**config.mk**
```make
export PLATFORM = sky130hd
export DESIGN_NAME = fetch_ctrl
export DESIGN_NICKNAME = d
export VERILOG_FILES = /design/src/rtl/cpu_pkg.sv /design/src/rtl/fetch_ctrl.sv
export SDC_FILE = /design/constraint.sdc
export NUM_CORES = 1
export LEC_CHECK = 0
export CAP_MARGIN = 25
export CORE_MARGIN = 2
export CORE_UTILIZATION = 47
export CTS_BUF_LIST = sky130_fd_sc_hd__clkbuf_4 sky130_fd_sc_hd__clkbuf_8
export DETAILED_ROUTE_END_ITERATION = 6
export HOLD_SLACK_MARGIN = 0.08
export PLACE_DENSITY_LB_ADDON = 0.3
export SLEW_MARGIN = 40
export SYNTH_ARGS = -nofsm -noshare
export SYNTH_HDL_FRONTEND = slang
export SYNTH_SLANG_ARGS = --single-unit
```
**constraint.sdc**
```tcl
create_clock -name clk -period 2.3 [get_ports clk]
set_clock_uncertainty 0.1 [all_clocks]
set_input_delay 0.23 -clock clk [delete_from_list [all_inputs] [get_ports clk]]
set_output_delay 0.23 -clock clk [all_outputs]
set_load 0.01 [all_outputs]
```
**src/rtl/cpu_pkg.sv**
```systemverilog
// Shared CPU definitions: fetch FSM state encoding and the canonical NOP word.
package cpu_pkg;

    typedef enum logic [2:0] {
        StIdle,
        StReq,
        StWait,
        StExec,
        StHalt,
        StFault
    } fetch_state_t;

    // addi x0, x0, 0
    localparam logic [31:0] NOP_INSTR = 32'h0000_0013;

    function automatic logic [31:0] word_align(input logic [31:0] addr);
        return {addr[31:2], 2'b00};
    endfunction

endpackage

```
**src/rtl/fetch_ctrl.sv**
```systemverilog
// Instruction fetch controller: one outstanding fetch at a time, halt/single-step
// support, bus-error and timeout faults that stick until reset.
module fetch_ctrl
    import cpu_pkg::*;
#(
    parameter int unsigned TIMEOUT = 255
) (
    input  logic        clk,
    input  logic        rst_n,
    input  logic        start,
    input  logic        halt_req,
    input  logic        step_req,
    input  logic [31:0] pc_in,
    output logic        imem_req,
    output logic [31:0] imem_addr,
    input  logic        imem_ack,
    input  logic        imem_err,
    input  logic [31:0] imem_rdata,
    output logic [31:0] instr_out,
    output logic        instr_valid,
    output logic        pc_en,
    output logic        halted,
    output logic        fault,
    output logic [31:0] fault_pc,
    output logic [31:0] instret
);

    localparam int unsigned CntW = $clog2(TIMEOUT + 1);
    localparam logic [CntW-1:0] TimeoutVal = CntW'(TIMEOUT);

    fetch_state_t    r_state;
    fetch_state_t    w_state_d;
    logic [31:0]     r_addr;
    logic [31:0]     w_addr_d;
    logic [31:0]     r_instr;
    logic [31:0]     w_instr_d;
    logic [31:0]     r_fault_pc;
    logic [31:0]     w_fault_pc_d;
    logic [31:0]     r_instret;
    logic [CntW-1:0] r_cnt;
    logic [CntW-1:0] w_cnt_d;
    logic [CntW-1:0] w_cnt_inc;
    logic            r_step;
    logic            w_step_d;
    logic            w_retire;

    assign w_cnt_inc = r_cnt + 1'b1;

    always_ff @(posedge clk) begin
        if (!rst_n) begin
            r_state    <= StIdle;
            r_addr     <= '0;
            r_instr    <= NOP_INSTR;
            r_fault_pc <= '0;
            r_instret  <= '0;
            r_cnt      <= '0;
            r_step     <= 1'b0;
        end else begin
            r_state    <= w_state_d;
            r_addr     <= w_addr_d;
            r_instr    <= w_instr_d;
            r_fault_pc <= w_fault_pc_d;
            r_cnt      <= w_cnt_d;
            r_step     <= w_step_d;
            // Only written on retirement so the count is otherwise left untouched.
            if (w_retire) begin
                r_instret <= r_instret + 32'd1;
            end
        end
    end

    always_comb begin
        w_state_d    = r_state;
        w_addr_d     = r_addr;
        w_instr_d    = r_instr;
        w_fault_pc_d = r_fault_pc;
        w_cnt_d      = r_cnt;
        w_step_d     = r_step;
        w_retire     = 1'b0;
        imem_req     = 1'b0;
        imem_addr    = r_addr;
        instr_valid  = 1'b0;
        pc_en        = 1'b0;
        halted       = 1'b0;
        fault        = 1'b0;

        case (r_state)
            StIdle: begin
                if (start) begin
                    w_state_d = StReq;
                end
            end
            StReq: begin
                // Address comes straight from the PC here; it is frozen for WAIT.
                imem_req  = 1'b1;
                imem_addr = word_align(pc_in);
                w_addr_d  = word_align(pc_in);
                w_cnt_d   = '0;
                w_state_d = StWait;
            end
            StWait: begin
                imem_req = 1'b1;
                w_cnt_d  = w_cnt_inc;
                if (imem_err) begin
                    w_fault_pc_d = r_addr;
                    w_state_d    = StFault;
                end else if (imem_ack) begin
                    w_instr_d = imem_rdata;
                    w_state_d = StExec;
                end else if (w_cnt_inc == TimeoutVal) begin
                    w_fault_pc_d = r_addr;
                    w_state_d    = StFault;
                end
            end
            StExec: begin
                instr_valid = 1'b1;
                pc_en       = 1'b1;
                w_retire    = 1'b1;
                w_step_d    = 1'b0;
                if (halt_req || r_step) begin
                    w_state_d = StHalt;
                end else begin
                    w_state_d = StReq;
                end
            end
            StHalt: begin
                halted = 1'b1;
                if (step_req) begin
                    w_step_d  = 1'b1;
                    w_state_d = StReq;
                end else if (!halt_req) begin
                    w_state_d = StReq;
                end
            end
            StFault: begin
                fault = 1'b1;
            end
            default: begin
                w_state_d = StIdle;
            end
        endcase
    end

    assign instr_out = r_instr;
    assign fault_pc  = r_fault_pc;
    assign instret   = r_instret;

endmodule

```
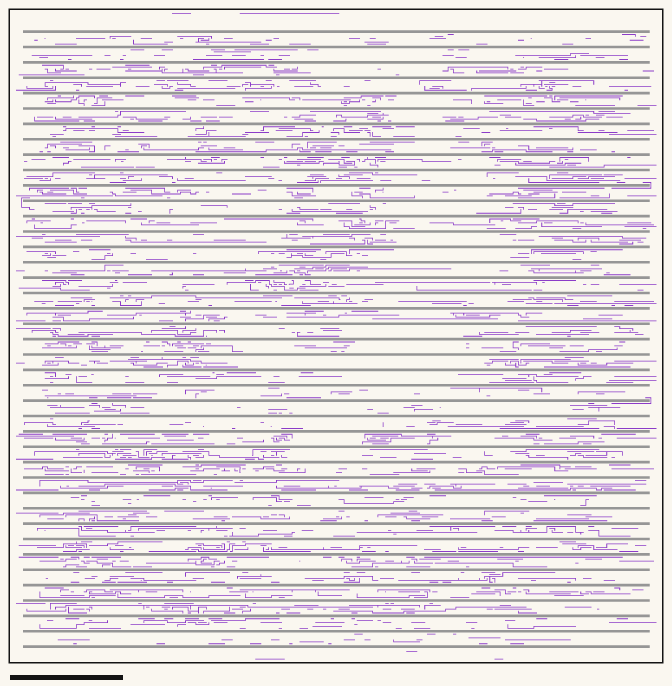
layer_met1.png
Bar = 20 um. Supply wires on this layer in gray.
The wires run mostly horizontal. The layer holds 42% of the routed length. The layer carries 6360 um of wire. The longest straight run is 35.0 um. 822 nets have wire on it.
Vias: 5123
GR met1 Demand/Resource: 26.3%
total wire length: 15000 um

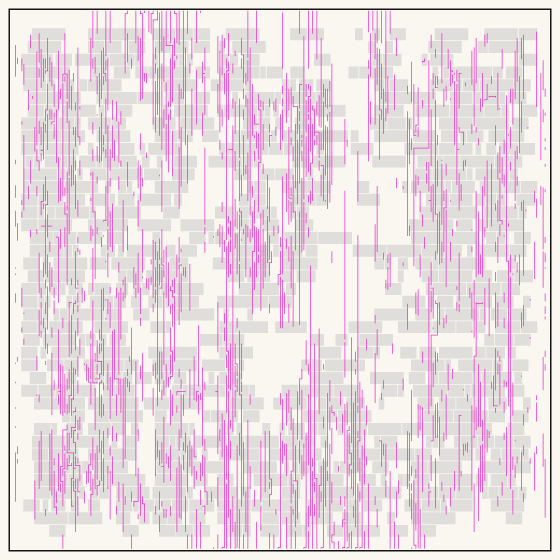
layer_met2.png
The longest straight run is 65.3 um. The layer carries 7210 um of wire. The layer holds 48% of the routed length. 794 nets have wire on it. The wires run mostly vertical.
met2 Use GR: 38.0%

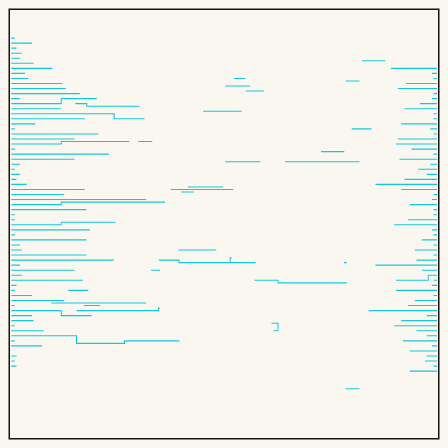
layer_met3.png
The longest straight run is 36.1 um. The layer carries 1310 um of wire. The wires run mostly horizontal. 141 nets have wire on it.
GRT met3 Usage: 8.70%

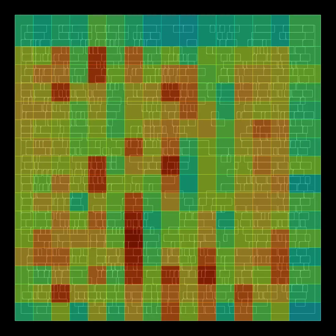
congestion.png
post-layout util: 68.7%
GR peak layer: met2
Tot GR Track Use: 22.6%
Avg WL per Cell: 14.7 um

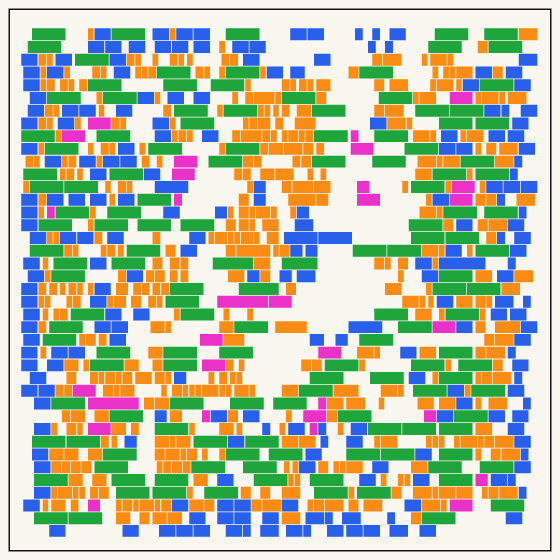
placement_by_type.png
Key: combinational and other logic = orange [cells 461, share of their area 34%]; clock drivers and dummy loads = magenta [cells 30, share of their area 4.6%]; remaining buffers and delay cells = blue [cells 221, share of their area 26%]; sequential cells = green [cells 140, share of their area 35%]
fraction of area in registers: 33.9%
# rows: 40
Core ar.: 0.0121 mm2

==> flow_summary.json <==
{
  "outcome": "finished clean",
  "numPortBuffers": 201,
  "cts_inserted_buffers": 17,
  "ys_top_cells_by_area": "dfxtp_1 (48%), nand2_1 (9.7%), mux2_2 (5.8%), mux2i_1 (5.7%), and2_1 (3.8%)",
  "syn_nets": 718,
  "synth.most_common_cell": "nand2_1",
  "drive_gt1_share_pct": 14.9,
  "num-fill-cells": 913,
  "antenna_left": 0,
  "crit_path_max_incr_delay_ns": 0.35,
  "mostFrequentLayoutCells": "clkdlybuf4s50_1 (168), nand2_1 (151), dfxtp_1 (137), a21oi_1 (43), nor2_1 (37)",
  "drc": 0,
  "internal_power_mw": 4.95,
  "worstHoldStart": "imem_rdata[21]",
  "n_tap_cell": 168,
  "async_reset_ff_share_pct": 0,
  "syn_area_mm2": 0.00583,
  "finalSetupViolCount": 0,
  "warning_count": 33,
  "clkbuf_count": 21,
  "ys_sh_aoi_pct": 6.83,
  "logic_area_mm2": 0.00275,
  "worstSetupStartpoint": "r_state[1]$_SDFFE_PN0P_",
  "layout.cells.most_common": "clkdlybuf4s50_1",
  "dpl-instance-area_mm2": 0.00792,
  "worstPathRequired_ns": 1.97,
  "buffers_excl_clock": 221,
  "pg_clk_mw": 1.88,
  "fp.dieH_um": 115,
  "syn2layout_area_growth_pct": 42.2,
  "maxCapViolCount": 0,
  "reg2reg_from": "r_cnt[0]$_SDFFE_PN0P_",
  "crit_end": "imem_addr[21]",
  "fin_area_mm2": 0.00829,
  "slew_headroom_pct": 53.6,
  "grt_max_degree": 107,
  "ys_types": 48,
  "cp-start-kind": "flop",
  "overflow": 0,
  "inv_count": 7,
  "slowest_stage": "dfxtp_4",
  "place_inst": 983,
  "regArea_mm2": 0.00281,
  "cts_max_path_buffers": 2,
  "worstPathArrival_ns": 1.91,
  "cp_max_fo": 8,
  "yosysWarnings": 0,
  "hold_ws_ns": 0.231,
  "power_mw": 7.12,
  "cp_num_cells": 6,
  "worst_pin_slew_ns": 0.695,
  "rr_worst_depth": 7,
  "ir_drop_v": 0.000569,
  "grt_first_pass_wirelength_um": 23700,
  "diodes": 0,
  "rsz0062_at_grt": "yes",
  "final.setup.worst_slack_ns": 0.0572,
  "reg2reg_to": "fault_pc[12]$_SDFFE_PN0P_",
  "clk_pin_slew_ns": 0.08,
  "worstHoldPathType": "in -> reg",
  "via_per_inst": 5.02,
  "crit_chain": "nor3b_4 -> buf_6 -> buf_12 -> buf_16 -> mux2_2 -> buf_2",
  "clock-sinks": 140,
  "largest_class": "registers",
  "drv_slew": 0,
  "die-area_mm2": 0.0133,
  "num-nets-final": 915,
  "common_cells": "nand2_1 (151), dfxtp_1 (140), a21oi_1 (43)",
  "synth-edff-count": 0,
  "dp_hpwl_um": 10100,
  "wl_met3_um": 1310,
  "synthFlopType": "dfxtp_1",
  "ff2ff_setup_slack_ns": 0.17,
  "initialDrtViolationCount": 253,
  "critPathTopFamily": "buffers and inverters",
  "syn_area_per_cell_um2": 9.05,
  "fmax_mhz": 446,
  "top_area_cell": "dfxtp_1",
  "firstDrtPassIters": 4,
  "fin_crit_ns": 2.24,
  "whs_endpoint": "instr_out[21]$_SDFFE_PN0P_",
  "post_cts_resized": 89,
  "mux_share_pct": 11.5,
  "p_seq_mw": 2.81,
  "clkPwrFrac_pct": 26.5,
  "end_kind": "primary output",
  "ys_cells": 644,
  "power_leader": "registers",
  "stdcell_count": 1020,
  "clock_tree_area_fraction_pct": 4.44,
  "wl_met1_um": 6360,
  "fp-utilization_pct": 48.3,
  "dp_slack_ns": 0.144,
  "p_sw_mw": 2.16,
  "top_layer": "met4",
  "ff_count": 140,
  "top_cell_area_share_pct": 48.1,
  "hold_violations": 0,
  "path_buffers": 4,
  "ys_sh_xor_pct": 3.76,
  "nonClkBufAreaFrac_pct": 25.6,
  "topCombFamilyByArea": "simple AND/OR/NAND/NOR gates",
  "pg_comb_mw": 2.42,
  "cts_tree": "done",
  "holdPathStages": 3,
  "wl_met2_um": 7210,
  "p_leak_nw": 3.07,
  "comb_share_pct": 33.2,
  "synth_cells": 644,
  "period_used_pct": 97.5,
  "grt_pass1_vias": 4988,
  "ys_sh_simple_pct": 24.1,
  "num-multi-input-gates": 454,
  "clk_latency_ns": 0.44,
  "cts_root_buf": "clkbuf_8",
  "seqPwrFrac_pct": 39.4,
  "post-cts-setup-buffer-count": 5,
  "yosys_area_mm2": 0.00583,
  "yosysSeqAreaShare_pct": 48.1,
  "antenna_found_initial": 0,
  "htreeDepth": 4,
  "ys_seq_elements": 140,
  "path_class": "reg -> out",
  "cts_hold_buf": 0,
  "ys_sh_adder_pct": 0.644
}
